--- src/rtl/vec_ldst_seq_pkg.sv ---
// Shared constants and state encoding for the vector load/store sequencer.
package vec_ldst_seq_pkg;

  localparam int unsigned Elems  = 16;  // elements per vector, also the serial burst length
  localparam int unsigned DataW  = 16;  // element width
  localparam int unsigned MaddrW = 16;  // memory address width
  localparam int unsigned RdLat  = 1;   // RD_s strobe to DataIn_s latency in cycles

  localparam int unsigned IdxW = $clog2(Elems);
  // Counter must reach Elems+RdLat-1 while draining register-file reads.
  localparam int unsigned CntW = $clog2(Elems + RdLat);

  localparam logic OpLoad  = 1'b0;
  localparam logic OpStore = 1'b1;

  typedef enum logic [2:0] {
    StIdle,
    StMemRd,
    StVrWr,
    StVrRd,
    StMemWr,
    StDone
  } state_e;

endpackage

--- src/rtl/vec_elem_buf.sv ---
// Element staging buffer: indexed synchronous write, combinational indexed read.
module vec_elem_buf #(
  parameter int unsigned Elems = 16,
  parameter int unsigned DataW = 16,
  parameter int unsigned IdxW  = $clog2(Elems)
) (
  input  logic             clk_i,
  input  logic             we_i,
  input  logic [IdxW-1:0]  waddr_i,
  input  logic [DataW-1:0] wdata_i,
  input  logic [IdxW-1:0]  raddr_i,
  output logic [DataW-1:0] rdata_o
);

  logic [DataW-1:0] mem_q [Elems];

  // Contents carry no reset; every op fully rewrites the elements it later reads.
  always_ff @(posedge clk_i) begin
    if (we_i) begin
      mem_q[waddr_i] <= wdata_i;
    end
  end

  assign rdata_o = mem_q[raddr_i];

endmodule

--- src/rtl/vec_ldst_seq.sv ---
// Vector load/store sequencer: moves one vector between strided memory and the
// register file's serial port. Memory traffic is staged in a buffer so the
// register-file burst always runs for Elems contiguous cycles.
module vec_ldst_seq
  import vec_ldst_seq_pkg::*;
(
  input  logic              Clk,
  input  logic              Rst_n,
  input  logic              Start,
  input  logic              Op,
  input  logic [2:0]        VAddr,
  input  logic [MaddrW-1:0] BaseAddr,
  input  logic [MaddrW-1:0] Stride,
  output logic              Busy,
  output logic              Done,
  output logic [2:0]        Addr,
  output logic              RD_s,
  output logic              WR_s,
  output logic [DataW-1:0]  DataOut_s,
  input  logic [DataW-1:0]  DataIn_s,
  output logic [MaddrW-1:0] MemAddr,
  output logic              MemRd,
  output logic              MemWr,
  output logic [DataW-1:0]  MemWData,
  input  logic [DataW-1:0]  MemRData,
  input  logic              MemReady
);

  state_e            state_q, state_d;
  logic [CntW-1:0]   cnt_q, cnt_d;
  logic [2:0]        vaddr_q, vaddr_d;
  logic [MaddrW-1:0] stride_q, stride_d;
  logic [MaddrW-1:0] mem_addr_q, mem_addr_d;

  logic              last_elem, rd_last;
  logic [IdxW-1:0]   rd_idx;
  logic              buf_we;
  logic [IdxW-1:0]   buf_waddr;
  logic [DataW-1:0]  buf_wdata, buf_rdata;

  assign last_elem = (cnt_q == CntW'(Elems - 1));
  assign rd_last   = (cnt_q == CntW'(Elems + RdLat - 1));
  // Element captured this cycle was strobed RdLat cycles ago.
  assign rd_idx    = IdxW'(cnt_q - CntW'(RdLat));

  // State register; async reset aborts any op in flight without a Done.
  always_ff @(posedge Clk or negedge Rst_n) begin
    if (!Rst_n) begin
      state_q <= StIdle;
    end else begin
      state_q <= state_d;
    end
  end

  // Next-state logic; the state itself records whether this is a load or a store.
  always_comb begin
    state_d = state_q;
    unique case (state_q)
      StIdle:  if (Start) state_d = (Op == OpStore) ? StVrRd : StMemRd;
      StMemRd: if (MemReady && last_elem) state_d = StVrWr;
      StVrWr:  if (last_elem) state_d = StDone;
      StVrRd:  if (rd_last) state_d = StMemWr;
      StMemWr: if (MemReady && last_elem) state_d = StDone;
      StDone:  state_d = StIdle;
      default: state_d = StIdle;
    endcase
  end

  // Datapath registers: latched operands, element counter and running memory address.
  always_ff @(posedge Clk or negedge Rst_n) begin
    if (!Rst_n) begin
      cnt_q      <= '0;
      vaddr_q    <= '0;
      stride_q   <= '0;
      mem_addr_q <= '0;
    end else begin
      cnt_q      <= cnt_d;
      vaddr_q    <= vaddr_d;
      stride_q   <= stride_d;
      mem_addr_q <= mem_addr_d;
    end
  end

  // Datapath next values; the address accumulates Stride, wrapping modulo 2^MaddrW.
  always_comb begin
    cnt_d      = cnt_q;
    vaddr_d    = vaddr_q;
    stride_d   = stride_q;
    mem_addr_d = mem_addr_q;
    unique case (state_q)
      StIdle: begin
        if (Start) begin
          vaddr_d    = VAddr;
          stride_d   = Stride;
          mem_addr_d = BaseAddr;
          cnt_d      = '0;
        end
      end
      StMemRd, StMemWr: begin
        if (MemReady) begin
          mem_addr_d = mem_addr_q + stride_q;
          cnt_d      = last_elem ? '0 : cnt_q + CntW'(1);
        end
      end
      StVrWr:  cnt_d = last_elem ? '0 : cnt_q + CntW'(1);
      StVrRd:  cnt_d = rd_last ? '0 : cnt_q + CntW'(1);
      default: cnt_d = '0;
    endcase
  end

  // Outputs and buffer controls, decoded purely from state so reset drops them at once.
  always_comb begin
    Busy      = (state_q != StIdle);
    Addr      = Busy ? vaddr_q : 3'd0;
    Done      = 1'b0;
    RD_s      = 1'b0;
    WR_s      = 1'b0;
    DataOut_s = '0;
    MemAddr   = '0;
    MemRd     = 1'b0;
    MemWr     = 1'b0;
    MemWData  = '0;
    buf_we    = 1'b0;
    buf_waddr = '0;
    buf_wdata = '0;
    unique case (state_q)
      StMemRd: begin
        MemRd     = 1'b1;
        MemAddr   = mem_addr_q;
        buf_we    = MemReady;
        buf_waddr = cnt_q[IdxW-1:0];
        buf_wdata = MemRData;
      end
      StVrWr: begin
        WR_s      = 1'b1;
        DataOut_s = buf_rdata;
      end
      StVrRd: begin
        RD_s      = (cnt_q < CntW'(Elems));
        buf_we    = (cnt_q >= CntW'(RdLat));
        buf_waddr = rd_idx;
        buf_wdata = DataIn_s;
      end
      StMemWr: begin
        MemWr    = 1'b1;
        MemAddr  = mem_addr_q;
        MemWData = buf_rdata;
      end
      StDone:  Done = 1'b1;
      default: ;
    endcase
  end

  vec_elem_buf #(
    .Elems (Elems),
    .DataW (DataW),
    .IdxW  (IdxW)
  ) u_buf (
    .clk_i   (Clk),
    .we_i    (buf_we),
    .waddr_i (buf_waddr),
    .wdata_i (buf_wdata),
    .raddr_i (cnt_q[IdxW-1:0]),
    .rdata_o (buf_rdata)
  );

endmodule

--- config.mk ---
export PLATFORM = sky130hd
export DESIGN_NAME = vec_ldst_seq
export DESIGN_NICKNAME = d
export VERILOG_FILES = /design/src/rtl/vec_ldst_seq_pkg.sv /design/src/rtl/vec_elem_buf.sv /design/src/rtl/vec_ldst_seq.sv
export SDC_FILE = /design/constraint.sdc
export NUM_CORES = 1
export LEC_CHECK = 0
export CAP_MARGIN = 20
export CORE_ASPECT_RATIO = 2
export CORE_MARGIN = 1
export CORE_UTILIZATION = 30
export CTS_CLUSTER_SIZE = 16
export DETAILED_ROUTE_END_ITERATION = 10
export SLEW_MARGIN = 20
export SYNTH_ARGS = -nofsm -noshare
export SYNTH_HDL_FRONTEND = slang
export SYNTH_HIERARCHICAL = 1
export SYNTH_SLANG_ARGS = --single-unit
--- constraint.sdc ---
create_clock -name Clk -period 9 [get_ports Clk]
set_input_delay 0.9 -clock Clk [delete_from_list [all_inputs] [get_ports Clk]]
set_output_delay 0.9 -clock Clk [all_outputs]
set_load 0.005 [all_outputs]
==> results.yml <==
# yosys + openroad results
grt:
  antenna_found_initial: 0
final_layout:
  inv_count: 13
  sh_comb_area: 0.257
  largest_reg_flops: 256
  antenna_cells: 0
  finalNonFillerCells: 1507
  largest_cell_class: "flip-flops and latches"
power:
  power_frac_clock: 0.227
flow_run:
  cap_violations: 0
synth:
  yosys_cells: 800
  edf_count: 256
  ys.flop_type: "edfxtp_1"
  netlist_top_cells_count: "edfxtp_1 (256), mux4_2 (54), nand2_1 (46)"
placement:
  dpl_cell_area_um2: 15100
setup_path:
  max_stage_delay_ns: 0.79
  crit_type: "register to primary output"
floorplanning:
  ios: 129
  std_cell_rows: 107
detailed_routing:
  drc: 0
  firstDrtPassIters: 4
status:
  status: "finished clean"
clocking:
  clk_pin_slew_ns: 0.07
  cts_setup_buffers: 0
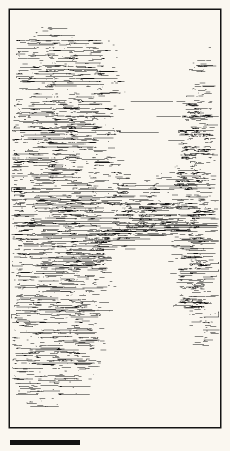
(images/m1.png)
Scale bar: 50 um.
share of all routed wire = 37%
main direction = horizontal
wire length on this layer = 12600 um
nets with wire on the layer = 925

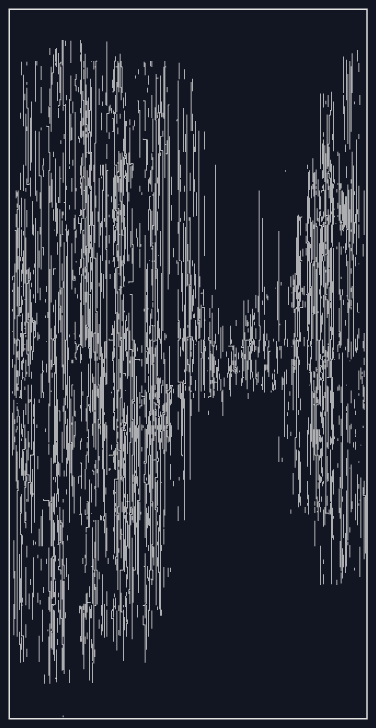
(images/m2.png)
nets with wire on the layer = 921
main direction = vertical
wire length on this layer = 18200 um
share of all routed wire = 54%
longest straight run = 89.1 um
Total Wirelength: 33.8 mm
routed vias: 7778
GR Util met2: 0.285

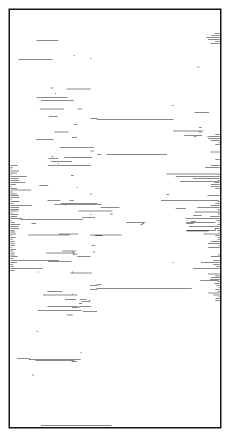
(images/m3.png)
wire length on this layer = 2000 um
longest straight run = 67.4 um

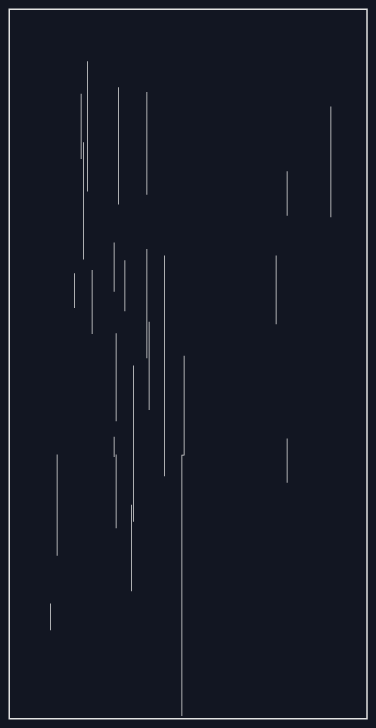
(images/m4.png)
nets with wire on the layer = 13
wire length on this layer = 973 um
main direction = vertical
longest straight run = 109 um
share of all routed wire = 2.9%

Power is estimated from default activity; no workload was simulated.
